## src/rtl/mio_bus_arbiter_pkg.sv

```systemverilog
// rtl/mio_bus_arbiter_pkg.sv - shared encodings for the memory/IO bus arbiter
package mio_bus_arbiter_pkg;

    typedef enum logic [1:0] {
        ST_IDLE  = 2'd0,
        ST_ISSUE = 2'd1,
        ST_WAIT  = 2'd2,
        ST_DONE  = 2'd3
    } state_t;

    localparam logic PORT_CPU = 1'b0;
    localparam logic PORT_DSP = 1'b1;

    localparam int PRIO_RR    = 0;
    localparam int PRIO_FIXED = 1;

    // MEM_LAT is at most 15, so four bits of countdown suffice
    localparam int CNT_W = 4;

endpackage

```

## src/rtl/mio_rr_pick.sv

```systemverilog
// rtl/mio_rr_pick.sv - combinational two-way winner select for the bus arbiter
module mio_rr_pick
    import mio_bus_arbiter_pkg::*;
#(
    parameter int PRIO_MODE = PRIO_RR
) (
    input  logic cpu_req,
    input  logic dsp_req,
    input  logic last_grant,
    output logic any_req,
    output logic winner
);

    // On a tie, round-robin hands the bus to whoever did not own it last
    always_comb begin
        any_req = cpu_req | dsp_req;
        winner  = PORT_CPU;
        if (cpu_req && dsp_req) begin
            winner = (PRIO_MODE == PRIO_FIXED) ? PORT_CPU : ~last_grant;
        end else if (dsp_req) begin
            winner = PORT_DSP;
        end
    end

endmodule

```

## src/rtl/mio_bus_arbiter.sv

```systemverilog
// rtl/mio_bus_arbiter.sv - req/ack arbiter sharing one fixed-latency memory between CPU and display
module mio_bus_arbiter
    import mio_bus_arbiter_pkg::*;
#(
    parameter int AW        = 32,
    parameter int DW        = 32,
    parameter int MEM_LAT   = 1,
    parameter int PRIO_MODE = 0
) (
    input  logic          clk,
    input  logic          reset,
    input  logic          cpu_req,
    input  logic          cpu_we,
    input  logic [AW-1:0] cpu_addr,
    input  logic [DW-1:0] cpu_wdata,
    output logic [DW-1:0] cpu_rdata,
    output logic          cpu_ack,
    input  logic          dsp_req,
    input  logic          dsp_we,
    input  logic [AW-1:0] dsp_addr,
    input  logic [DW-1:0] dsp_wdata,
    output logic [DW-1:0] dsp_rdata,
    output logic          dsp_ack,
    output logic          mem_en,
    output logic          mem_we,
    output logic [AW-1:0] mem_addr,
    output logic [DW-1:0] mem_wdata,
    input  logic [DW-1:0] mem_rdata,
    output logic          busy,
    output logic          grant
);

    state_t           state, state_next;
    logic [CNT_W-1:0] cnt, cnt_next;
    logic             any_req, winner;
    logic             start, finish;

    mio_rr_pick #(.PRIO_MODE(PRIO_MODE)) u_pick (
        .cpu_req    (cpu_req),
        .dsp_req    (dsp_req),
        .last_grant (grant),
        .any_req    (any_req),
        .winner     (winner)
    );

    always_comb begin
        state_next = state;
        cnt_next   = cnt;
        start      = 1'b0;
        finish     = 1'b0;
        case (state)
            ST_IDLE: begin
                if (any_req) begin
                    start      = 1'b1;
                    state_next = ST_ISSUE;
                end
            end
            ST_ISSUE: begin
                cnt_next   = CNT_W'(MEM_LAT);
                state_next = ST_WAIT;
            end
            ST_WAIT: begin
                cnt_next = cnt - 1'b1;
                // the memory presents read data in the cycle the count hits zero
                if (cnt_next == '0) begin
                    finish     = 1'b1;
                    state_next = ST_DONE;
                end
            end
            default: state_next = ST_IDLE;
        endcase
    end

    always_ff @(posedge clk) begin
        if (reset) begin
            state     <= ST_IDLE;
            cnt       <= '0;
            mem_en    <= 1'b0;
            mem_we    <= 1'b0;
            mem_addr  <= '0;
            mem_wdata <= '0;
            cpu_rdata <= '0;
            dsp_rdata <= '0;
            cpu_ack   <= 1'b0;
            dsp_ack   <= 1'b0;
            busy      <= 1'b0;
            grant     <= PORT_DSP;
        end else begin
            state   <= state_next;
            cnt     <= cnt_next;
            mem_en  <= start;
            busy    <= (state_next != ST_IDLE);
            cpu_ack <= finish && (grant == PORT_CPU);
            dsp_ack <= finish && (grant == PORT_DSP);
            if (start) begin
                grant     <= winner;
                mem_we    <= (winner == PORT_DSP) ? dsp_we    : cpu_we;
                mem_addr  <= (winner == PORT_DSP) ? dsp_addr  : cpu_addr;
                mem_wdata <= (winner == PORT_DSP) ? dsp_wdata : cpu_wdata;
            end
            if (finish && !mem_we) begin
                if (grant == PORT_DSP) begin
                    dsp_rdata <= mem_rdata;
                end else begin
                    cpu_rdata <= mem_rdata;
                end
            end
        end
    end

endmodule

```

## config.mk

```make
export PLATFORM = sky130hd
export DESIGN_NAME = mio_bus_arbiter
export DESIGN_NICKNAME = d
export VERILOG_FILES = /design/src/rtl/mio_bus_arbiter_pkg.sv /design/src/rtl/mio_rr_pick.sv /design/src/rtl/mio_bus_arbiter.sv
export SDC_FILE = /design/constraint.sdc
export NUM_CORES = 1
export LEC_CHECK = 0
export ABC_AREA = 1
export CAP_MARGIN = 20
export CORE_ASPECT_RATIO = 0.7
export CORE_MARGIN = 2
export CORE_UTILIZATION = 41
export DETAILED_ROUTE_END_ITERATION = 10
export PLACE_DENSITY = 0.93
export RECOVER_POWER = 50
export SLEW_MARGIN = 0
export SYNTH_ARGS = -nofsm -noshare
export SYNTH_HDL_FRONTEND = slang
export SYNTH_HIERARCHICAL = 1
export SYNTH_SLANG_ARGS = --single-unit
```

## constraint.sdc

```tcl
create_clock -name clk -period 2 [get_ports clk]
set_input_delay 0.5 -clock clk [delete_from_list [all_inputs] [get_ports clk]]
set_output_delay 0.5 -clock clk [all_outputs]
set_load 0.01 [all_outputs]
```

### The clock network, run 1

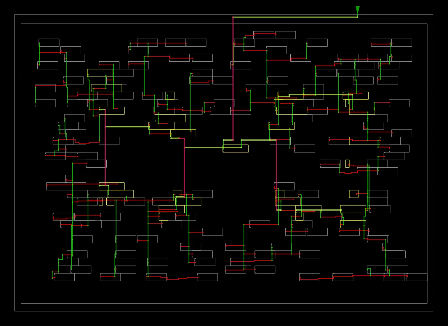
clock buffers created by TritonCTS: 17
clock tree buffer count of the final layout: 20
number of sinks on the clock net: 140

### Clock network drawn from the DEF, run 1

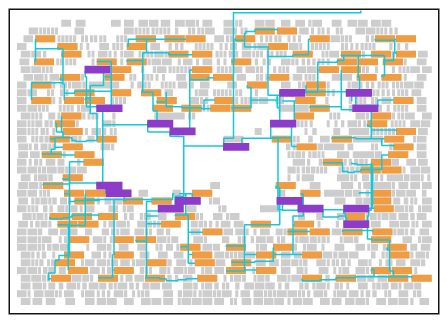
[cyan] clock wires | length: 1710 µm
[purple] clock drivers | count: 17
[orange] flip-flops | count: 140
flops lie: widely spread
routed clock nets: 18
clock network latency to the later pin of the worst-skew pair: 0.41 ns
Clock Power: 0.00333 W
worst setup skew after layout: 0.00968 ns
clock power share: 32.1%

==> notes.md, run 1 <==
Results of the full flow below.

Outcome:
- The flow ran to the end, and the final reports show no timing, DRC or antenna violations.

Pwr:
- The run puts the proportion of total power due to net switching at 31.5%.
- Total power for the finished layout comes to 0.0103 W.
- The power report lists the combinational group at 0.00340 W.
- The run puts the register share of total power at 35.0%.
- The run gives the internal power component as 0.00709 W.
- The worst-case IR drop observed on VDD is 0.628 mV.

Job:
- Across the run, the number of max-cap violations was 0.
- The run puts the warning total across the stage logs at 29.

Place:
- During placement, the flow inserted port buffers numbering 299.
- The run gives the post-place instance area as 9390 µm².
- The run puts the placer congestion estimate at 0.851.
- The run puts the number of instances in the placed design at 1358.

Worst setup path:
- The run gives the critical path data arrival time as 1.35 ns.
- According to the timing report, the critical path is captured at mem_we.
- The run gives the kind of launch point of the worst setup path as a flip-flop.
- Measured in cells, the most critical reg-to-reg path has a length of 10.
- The run gives the category of the critical setup timing path as reg2out.
- Traced cell by cell, the critical path runs through clkdlybuf4s50_1.
- The worst register-to-register path begins at cnt[0]$_SDFFE_PP0P_.
- The run puts the number of buffers and inverters on the critical path at 1.
- The run puts the required time at the worst-slack endpoint at 1.50 ns.
- STA classifies the critical path endpoint as an output port.

Floorplanning:
- In the floorplan report the effective utilization is 41.9%.
- The run gives the full die area as 16100 µm².
- The run gives the placeable core region as 14700 µm².
- The run puts the total number of tap cells at 195.
- The run puts the total I/O pin count at 300.

CTS:
- The run gives the quantity of gates resized following cts as 0.
- The run gives the CTS H-tree depth as 4.
- The run puts the clock-pin slew of the registers on the worst-case setup and hold paths at 0.06 ns.
- The run gives the number of setup buffers added after CTS as 0.
- The run puts the worst-case clock buffer depth at 2.
- TritonCTS built the clock tree.
- The run gives the number of hold-repair buffers added at the cts stage as 0.

Finish:
- The run gives the fraction of area in clock buffers and inverters as 6.26%.
- Per the layout report, the design carries 317 non-clock buffers.
- The top cell type in the final layout, fill and taps aside, is sky130_fd_sc_hd__nand2_1.
- The run gives the portion of the layout cell area used by non-clock buffers as 32.2%.
- Ranking logic cells in the layout by count gives the top entries sky130_fd_sc_hd__nand2_1, sky130_fd_sc_hd__clkdlybuf4s50_1, sky130_fd_sc_hd__inv_1, sky130_fd_sc_hd__dfxtp_1, sky130_fd_sc_hd__nor2_1.
- The run puts the area of the multi-input gates at 2540 µm².
- The run puts the design area at 9980 µm².
- The run puts the number of diodes added for antenna fixing at 0.
- The run gives the area used by sequential logic in the layout as 2800 µm².
- The run gives the post-route non-filler standard cell count as 1390.
- The design has 140 sequential cells.

Final timing:
- The run puts the final total negative setup slack at 0 ns.
- The run gives the transition at the pin with the smallest max-transition slack as 0.793 ns.
- The run gives the number of endpoints with negative hold slack in the final report as 0.
- Setup repair after global routing left no endpoint under its margin.
- The worst path in the final design needs a cycle of 1.85 ns, including I/O delays and setup.
- The run puts the highest attainable clock frequency at 540 MHz.
- Hold timing on the final database bottoms out at a slack of 0.488 ns.

Yosys:
- The synthesized instance count is 900.
- The run gives the fraction of post-synthesis cell area in the top cell type by area as 45.4%.
- The run gives the register share after synthesis as 45.4%.
- Per the synthesis report, the adder-cell share of the synthesized area is 1.01%.
- The run gives the yosys stat cell total as 900.
- Dividing the synthesized area by the synthesized cell count gives 6.86 µm².
- The number of nets handed over by synthesis was 1071.
- The run puts the aoi/oai-family share of the synthesized area at 8.65%.
- Per the synthesis report, the simple-gate share of the synthesized area is 31.6%.
- The commonest cells after synthesis are sky130_fd_sc_hd__nand2_1, sky130_fd_sc_hd__inv_1, sky130_fd_sc_hd__dfxtp_1.
- The most common cell in the synthesized netlist is sky130_fd_sc_hd__nand2_1.
- The run gives the number of library cell types mapped by synthesis as 19.
- The run gives the number of enable-type register cells in the synthesized netlist as 0.

Global routing:
- The run puts the met1 layer usage reported by global route at 28.8%.
- The run puts the first-pass GRT wire length at 30100 µm.
- The run puts the total global routing overflow at 0.

Detailed routing:
- Once iteration 0 of detailed routing completed, the report listed 370 DRC markers.
- The run puts the count of TritonRoute iterations in the first routing pass at 4.
- The run puts the average wire length per cell after detail routing at 13.4 µm.
- For this run, design rule violations remaining after detail routing come to 0.
- The run gives the detailed route wirelength on metal3 as 1210 µm.

Hold path:
- In this run the most critical hold path is launched from cnt[0]$_SDFFE_PP0P_.
### Drive-strength map, run 1

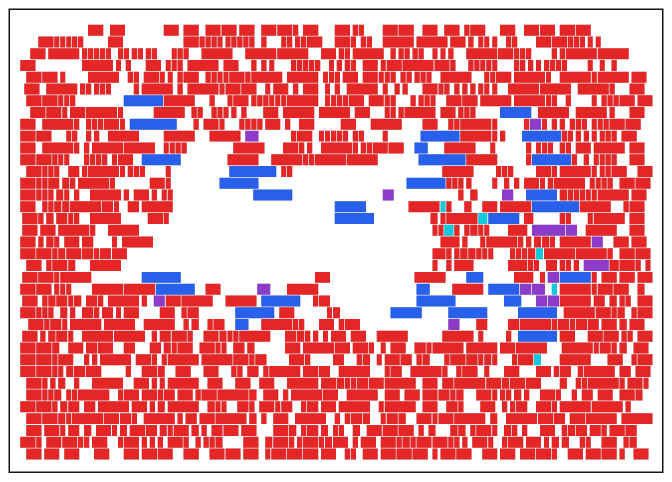
| color | size | cells |
|---|---|---|
| red | _0 and _1 cells | 1140 |
| purple | _3 and _4 cells | 16 |
| blue | _6 and larger | 33 |
| cyan | _2 cells | 6 |

### M1 wires, run 1

Supply wires on this layer in gray.
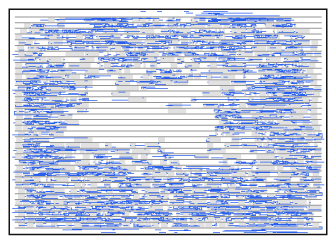
wire length on this layer: 8180 µm
longest straight run: 31.7 µm
share of all routed wire: 44%
nets with wire on the layer: 1209

## Run 2: what changed since run 1
CTS_CLUSTER_DIAMETER = 120   (was unset)
SKIP_LAST_GASP = 1   (was unset)
### Drive-strength map, run 2

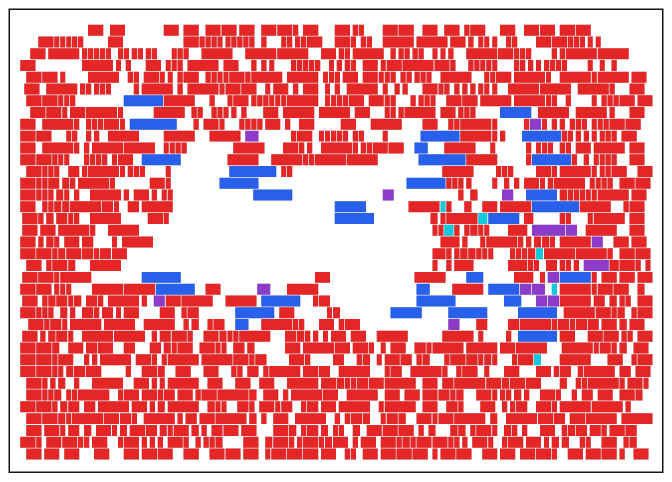
| color | size | cells |
|---|---|---|
| cyan | _2 cells | 6 |
| red | _0 and _1 cells | 1140 |
| purple | _3 and _4 cells | 16 |
| blue | _6 and larger | 33 |

==> notes.md, run 2 <==
Results of the full flow below.

Yosys:
- The run gives the number of enable-type register cells in the synthesized netlist as 0 (unchanged).
- The run gives the number of library cell types mapped by synthesis as 19 (unchanged).
- The net count after synthesis is 1071 (unchanged).
- The run gives the number of standard cells after synthesis as 900 (unchanged).
- The run puts the synthesized-area fraction occupied by and/or/nand/nor cells at 31.6% (unchanged).
- The run gives the most common cell in the synthesized netlist as sky130_fd_sc_hd__nand2_1.
- The run gives the fraction of post-synthesis cell area in the top cell type by area as 45.4% (unchanged).
- The run gives the average size of a mapped cell as 6.86 µm² (unchanged).
- The adder and majority cell fraction of the synthesized area came to 1.01% (unchanged).
- The run gives the aoi/oai-family share of the synthesized area as 8.65% (unchanged).
- The run gives the yosys stat cell total as 900 (unchanged).

Worst setup path:
- Per STA, the endpoint of the critical path is mem_we.
- The run puts the critical path data arrival time at 1.35 ns (about the same).
- The run gives the kind of launch point of the worst setup path as a flip-flop.
- STA classifies the critical path endpoint as an output port.
- The required time at the worst-slack endpoint is 1.50 ns (about the same).
- The run gives the number of buffers and inverters on the critical path as 1 (unchanged).
- The launch point of the worst register-to-register path is recorded as cnt[0]$_SDFFE_PP0P_.
- The run gives the depth of the worst register-to-register path as 10 (unchanged).
- The critical path is of the reg2out type.

Final timing:
- The minimum clock period came to 1.85 ns (unchanged).
- The run puts the highest attainable clock frequency at 540 MHz (unchanged).
- The run gives the maximum clock skew at final layout as 0.00968 ns (unchanged).
- Setup repair after global routing left no endpoint under its margin.
- The final total negative setup slack was 0 ns (unchanged).

Hold path:
- The type recorded for the worst min-delay path is reg2reg.
- STA lists the startpoint of the worst hold path as cnt[0]$_SDFFE_PP0P_.

Pwr:
- The run puts the portion of total power attributed to the clock network at 32.1% (about the same).
- The run puts the power attributed to combinational cells at 0.00340 W (about the same).
- The run puts the clock distribution power at 0.00333 W (about the same).
- The run puts the total power draw at 0.0103 W (unchanged).
- The run puts the internal power component at 0.00709 W (unchanged).
- The proportion of total power due to net switching is 31.5% (unchanged).

Finish:
- The portion of the layout cell area used by non-clock buffers is 32.2% (unchanged).
- The run puts the flip-flop and latch count at 140 (unchanged).
- The run gives the count of buffers not belonging to the clock network in the layout as 317 (unchanged).
- Leaving out fill and tap cells, the most frequent cell in the layout is sky130_fd_sc_hd__nand2_1.
- The design area came to 9980 µm² (unchanged).
- The run gives the total of clock buffers placed in the layout as 20 (unchanged).
- The run gives the area used by sequential logic in the layout as 2800 µm² (unchanged).
- The run gives the area of the multi-input gates as 2540 µm² (unchanged).
- The post-route non-filler standard cell count was 1390 (unchanged).

Floorplanning:
- The run puts the total number of tap cells at 195 (unchanged).
- The run puts the full die area at 16100 µm² (unchanged).
- The run gives the placeable core region as 14700 µm² (unchanged).
- The total I/O pin count came to 300 (unchanged).

Detailed routing:
- The run puts the count of TritonRoute iterations in the first routing pass at 4 (unchanged).
- The run puts the count of unresolved DRC violations after routing at 0 (unchanged).
- The run puts the average wire length per cell after detail routing at 13.4 µm (unchanged).
- The detailed route wirelength on metal3 was 1210 µm (unchanged).
- The run gives the starting DRC count in detailed routing as 370 (unchanged).

CTS:
- The run gives the number of clock sinks seen by CTS as 140 (unchanged).
- The run gives the number of setup buffers added after CTS as 0 (unchanged).
- The CTS H-tree depth was 4 (unchanged).
- The run gives the clock-pin slew of the registers on the worst-case setup and hold paths as 0.06 ns (about the same).
- The run gives the CTS tree as built.
- The worst-case clock buffer depth came to 2 (unchanged).
- The run gives the quantity of gates resized following cts as 0 (unchanged).
- The run puts the number of hold-repair buffers added at the cts stage at 0 (unchanged).

Global routing:
- The run puts the total global routing overflow at 0 (unchanged).
- The run gives the met1 layer usage reported by global route as 28.8% (unchanged).

Place:
- The count of input and output buffers is 299 (unchanged).
- The number of instances in the placed design came to 1358 (unchanged).
- The run gives the post-place instance area as 9390 µm² (unchanged).
- The run puts the placer congestion estimate at 0.851 (unchanged).

Outcome:
- The flow ran to the end, and the final reports show no timing, DRC or antenna violations.

Job:
- The run gives the warning total across the stage logs as 29 (unchanged).
### The clock network, run 2

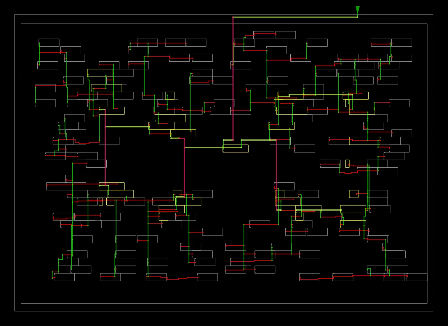

## Run 3: what changed since run 2
REMOVE_ABC_BUFFERS = 1   (was unset)
### The clock network, run 3

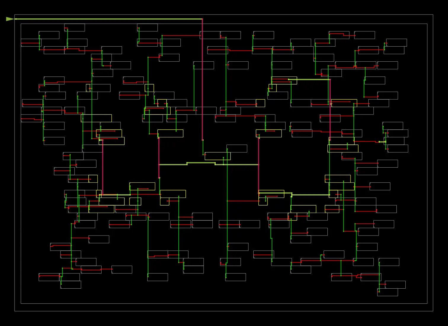
worst setup skew after layout: 0.0120 ns
Clock Power: 0.00316 W
total number of sequential cells: 140
clock tree buffer count of the final layout: 19

==> notes.md, run 3 <==
Results of the full flow below.

Place:
- The run gives the placer congestion estimate as 0.800 (-6.0%).
- The run gives the number of instances in the placed design as 1364 (+0.44%).
- The post-place instance area came to 9470 µm² (+0.88%).

CTS:
- The run gives the worst-case clock buffer depth as 2 (unchanged).
- The run gives the number of hold-repair buffers added at the cts stage as 0 (unchanged).
- The run gives the CTS tree as built.
- The number of setup buffers added after CTS is 0 (unchanged).
- The run puts the clock-pin slew of the registers on the worst-case setup and hold paths at 0.06 ns (about the same).
- The number of clock sinks seen by CTS is 140 (unchanged).

Detailed routing:
- The run puts the detailed route wirelength on metal3 at 1610 µm (+33%).
- The run gives the count of unresolved DRC violations after routing as 0 (unchanged).
- The count of TritonRoute iterations in the first routing pass was 4 (unchanged).

Final timing:
- The run puts the highest attainable clock frequency at 532 MHz (-1.6%).
- The minimum clock period is 1.88 ns (+0.0308 ns).

Yosys:
- Looking at the gate-level netlist, the highest instance count belongs to sky130_fd_sc_hd__nand2_1.
- The run gives the average size of a mapped cell as 6.86 µm² (unchanged).
- The run puts the number of standard cells after synthesis at 900 (unchanged).
- The run puts the number of library cell types mapped by synthesis at 19 (unchanged).
- The adder and majority cell fraction of the synthesized area is 1.01% (unchanged).
- The aoi/oai-family share of the synthesized area came to 8.65% (unchanged).
- The run gives the yosys stat cell total as 900 (unchanged).
- The fraction of post-synthesis cell area in the top cell type by area came to 45.4% (unchanged).

Worst setup path:
- Following the worst setup path forward leads to its endpoint at mem_wdata[24]$_SDFFE_PP0P_.
- The run gives the critical path data arrival time as 2.17 ns (+0.82 ns).
- The worst setup path is captured at a flip-flop.
- The run gives the source of the worst register-to-register timing path as cnt[0]$_SDFFE_PP0P_.
- The run gives the depth of the worst register-to-register path as 11 (+1).
- The worst setup path is launched from a primary input.
- The number of buffers and inverters on the critical path is 4 (+3).
- The worst setup path is of the in2reg kind.

Job:
- The run puts the warning total across the stage logs at 28 (-3.4%).

Finish:
- The post-route non-filler standard cell count is 1400 (+0.72%).
- Per the cell usage report, the commonest logic cell in the layout is sky130_fd_sc_hd__clkdlybuf4s50_1.
- The run puts the area of the multi-input gates at 2560 µm² (+0.59%).
- The run puts the design area at 10100 µm² (+1.0%).

Global routing:
- The run gives the total global routing overflow as 0 (unchanged).

Floorplanning:
- The run gives the total number of tap cells as 195 (unchanged).
- The total I/O pin count is 300 (unchanged).
- The run puts the placeable core region at 14700 µm² (unchanged).
- The run gives the full die area as 16100 µm² (unchanged).

Pwr:
- The proportion of total power due to net switching was 32.4% (+0.89 points).
- The run gives the internal power component as 0.00700 W (-1.2%).
- The portion of total power attributed to the clock network was 30.5% (-1.6 points).
- The power attributed to combinational cells was 0.00357 W (+5%).

Hold path:
- STA reports the tightest min-delay check as being of type reg2reg.

Outcome:
- The flow ran to the end, and the final reports show no timing, DRC or antenna violations.

==> layout pictures side by side <==
Placed cells, one color a class.
Scale bar: 50 µm.
(a)
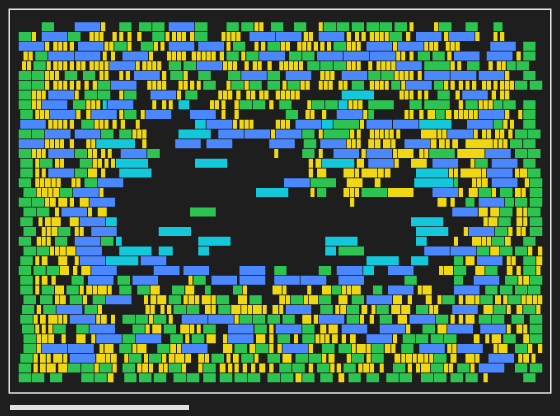
(b)
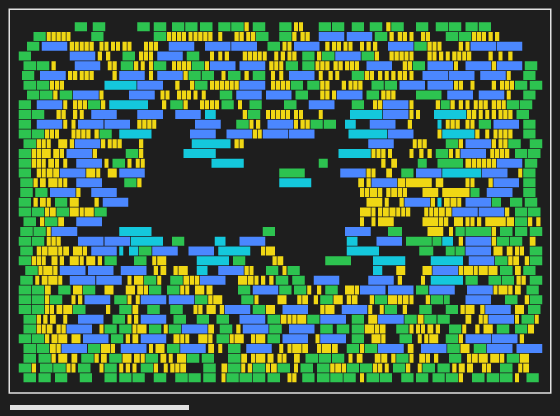
Run 2 is (b).
Run 3 is (a).

Key to (b):
| color | class | cells | share of their area |
|---|---|---|---|
| green | other buffers and delay cells | 317 | 33% |
| blue | flops | 140 | 29% |
| cyan | clock drivers and dummy loads | 32 | 6.4% |
| yellow | combinational and other logic | 706 | 32% |

Power is estimated from default activity; no workload was simulated.
